Design prog_loader, sky130hd; sources not shown.
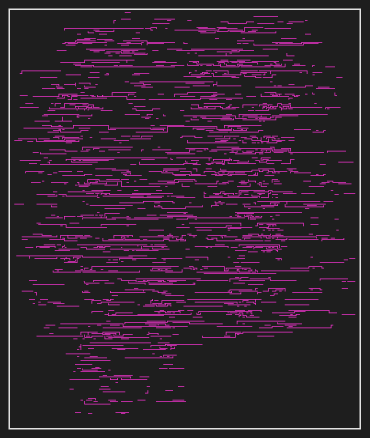
(metal 1)
Scale: 4 px per µm.
wire length on this layer	4070 µm
nets with wire on the layer	449
met1 layer usage reported by global route: 0.288
Post-Route WL: 9.75 mm
Vias: 3399

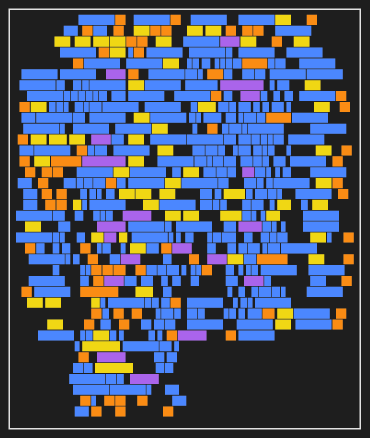
(sizing map)
Scale: 4 px per µm.
colour	size	cells	share
purple	x6 and larger	19	3.9%
blue	x1 and smaller	326	67%
orange	x3 and x4	78	16%
yellow	x2	61	13%
area added between synthesis and finish: 19.9%
fin worst setup slack: 0.201 ns
total non-filler cell area in the finished layout: 0.00535 mm²

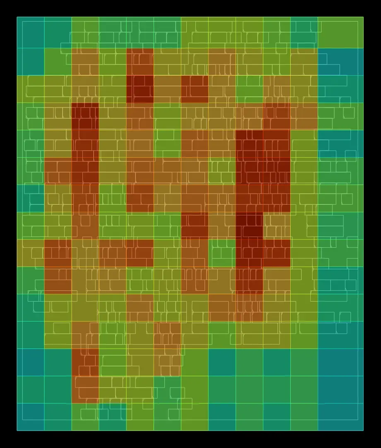
(congestion heat map)
met2 usage in global routing: 0.383
utilization of the core after routing: 0.628
GR Util All Layers: 0.236

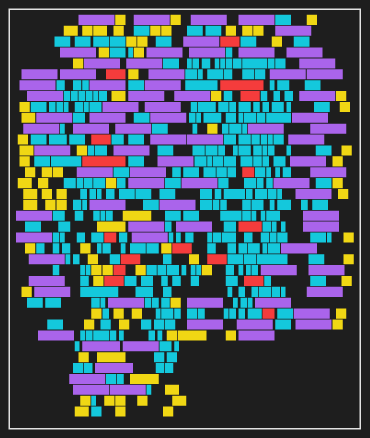
(cell classes on the final placement)
Scale: 4 px per µm.
colour	class	cells	share of their area
red	clock drivers and dummy loads	16	4.5%
purple	registers	82	39%
yellow	remaining buffers and delay cells	85	14%
cyan	remaining logic cells	301	42%
Core Box Area: 0.00852 mm²
row count: 37
share of the final layout cell area in sequential cells: 0.384

==> notes.md <==
From the run reports.

- The number of buffers added for setup after CTS is 0.
- In the finished design, the share of the clock period the worst path needs comes to 0.920.
- The wire length of the first global-routing pass reads 16.2 mm.
- In this run the worst hold path is classified as reg -> reg.
- The critical path data required time is 2.75 ns.
- The number of port buffers is 49.
- CTS reports a maximum clock tree buffer depth of 2.
- Leaving out fill and tap cells, the most frequent cells in the layout are sky130_fd_sc_hd__dfrtp_1 (80), sky130_fd_sc_hd__buf_4 (69), sky130_fd_sc_hd__mux2_2 (48).
- The number of non-clock inverters is 6.
- The dominant delay contributor by cell family on the critical path reads simple AND/OR/NAND/NOR gates.
- The netlist area before placement is 0.00446 mm².
- Listed in order, past its start point the critical path passes ha_1 > nand3_4 > nor4_4 > mux2i_1 > nor4b_2 > o2111ai_1 > a21o_1.
- The top routing layer in use is met4.
- The count of tool warnings is 26.
- The share of synthesized area in the top cell type comes to 0.454.
- The data arrival time of the critical path is 2.55 ns.
- The yosys warning tally is 0.
- The slowest cell on the critical path is sky130_fd_sc_hd__nor4_4.
- The detailed route wirelength on metal2 reads 5.08 mm.
- The synthesized netlist contains 66 unique library cells.
- The sequential cell area is 0.00205 mm².
- Averaged over all synthesized cells, the footprint is 10.7 µm².
- The number of standard cells after synthesis is 418.
- The type of element launching the critical path reads a flip-flop.
- The maximum net fanout on the critical path reads 7.
- Counting the clock-network buffers in the layout gives 9.
- The number of resized instances in the post-cts repair step is 0.
- Across the placement rows, the number of tap cells is 117.
- The hold violation total from the final report reads 0.
- The time the worst path needs with I/O delays and setup is 2.30 ns.
- The number of detailed-routing iterations run before antenna repair is 5.
- The part of the Yosys area used for sequential elements reads 0.460.
- The insertion delay at the late pin of the worst-skew pair is 0.35 ns.
- The length of routed wiring on met1 is 4.07 mm.
- The sum of negative setup slack is 0 ns.
- The floorplan net count is 431.
- For the worst flop-to-flop path, the logic depth is 7.
- The biggest area contributor in the post-synthesis netlist is sky130_fd_sc_hd__dfrtp_1.
- The most frequent cell after synthesis reads sky130_fd_sc_hd__dfrtp_1.
- The logic share of the area is 0.404.
- The pin slew with the least headroom to its limit is 0.870 ns.
- Pin placement for this block handled 50 I/O pins.
- Per the synth stats, the proportion of register bits with asynchronous set or reset is 1.00.
- The number of antenna violations at the first check in global routing was 0.
- Along the worst hold path, the cell count comes to 1.
- In this run the register-to-register setup slack is 0.20 ns.
- The residual DRC count reads 0.
- The number of inserted diodes is 0.
- The filler cells instantiated in the layout total 717.
- The horizontal extent of the die is 87.4 µm.
- The final setup violation count reads 0.
- The number of buffers created by CTS is 9.
- The worst setup path is captured at a flip-flop.
- Detailed placement ended at an HPWL of 7.34 mm.
- The critical setup path kind reads reg -> reg.
- The maximum operating frequency reads 0.435 GHz.
- The maximum cell stage delay along the critical path reads 0.42 ns.
- The number of cells in the design after placement reads 585.
- The total cells reported by yosys after synthesis is 418.
- The number of global-route vias before repair is 3396.
- The die boundary height reads 104 µm.
- For this design, the CTS-stage hold fixing added 0 buffers.
- The initial detailed-routing violation count reads 190.
- Yosys reports that the most numerous cell types are sky130_fd_sc_hd__dfrtp_1 (81), sky130_fd_sc_hd__mux2_2 (48), sky130_fd_sc_hd__o21ai_0 (30).
- The clock skew is 0.00774 ns.
- Per the synth stats, the flop cell with the highest instance count is sky130_fd_sc_hd__dfrtp_1.
- The filler-free cell count of the finished design reads 601.
- The layout cell share with drive strength beyond 1 is 0.326.
- All stages included, the depth of the critical timing path comes to 7.
- The flow ran to the end, and the final reports show no timing, DRC or antenna violations.
- Detailed placement reports a standard cell area of 0.00512 mm².
- The report counts max-capacitance violations totalling 0.
- The final layout contains 492 nets.
- Per the gpl log, the routability congestion estimate is 0.918.
- The total die size is 0.00913 mm².
- Counting plain and timing-repair buffers in the layout gives 85.
- The area used by multi-input combinational logic is 0.00216 mm².
- The met3 capacity usage during global routing is 0.0421.
- The number of routed nets with antenna violations is 0.
- The worst max-slew margin expressed relative to the limit is 0.420.
- The worst hold-check slack is 0.495 ns.
- Setup repair after global routing left no endpoint under its margin.
- Yosys reports a chip area of 0.00446 mm².
- Clock tree synthesis selected as its root buffer the cell sky130_fd_sc_hd__clkbuf_8.
- The layout contains a multi-input combinational cell count of 295.
- Per the area breakdown, the dominant cell category is multi-input combinational cells.
- The H-tree depth reads 3.
- The timing report gives the clock slew at the launch and capture registers of the worst setup and hold paths as 0.09 ns.
- Dividing the detail-routed via count by the number of cells gives 5.66.
- The worst setup timing slack at the placement stage is -0.130 ns.
- The fraction of final cell area spent on non-clock buffers in this run is 0.136.
- The clock-cell share of area reads 0.0439.
- TritonCTS built the clock tree.
- The number of enable-type register cells in the synthesized netlist reads 0.
- For reference, the top cells by area after synthesis are sky130_fd_sc_hd__dfrtp_1 (45%), sky130_fd_sc_hd__mux2_2 (12%), sky130_fd_sc_hd__o21ai_0 (3.4%).
- The count of buffer and inverter cells on the critical path reads 0.
- The residual overflow from global routing reads 0.
- The clock sink count reads 82.
- The effective utilization at floorplan reads 0.524.
- The total met3 wirelength after detailed routing is 350 µm.
- Pins over their slew limit in the final report were tallied at 0.
- The most common cell after layout, fill and taps aside is sky130_fd_sc_hd__dfrtp_1.
- The maximum number of pins on one net before global-route repair reads 40.
- The number of sequential cells is 82.
- The number of flip-flops and latches in the synthesized netlist reads 82.
- The most crowded layer after global routing reads met2.
- TritonRoute output was used to compute an average wire per cell of 16.2 µm.
==> cell families after synthesis <==
kind of cell             synth area share
flip-flops                          0.460
adder cells (fa/ha/maj)           0.00280
XOR/XNOR                           0.0561
AND-OR/OR-AND                       0.119
AND/OR/NAND/NOR                     0.179
buffers and inverters              0.0555
multiplexers                        0.128
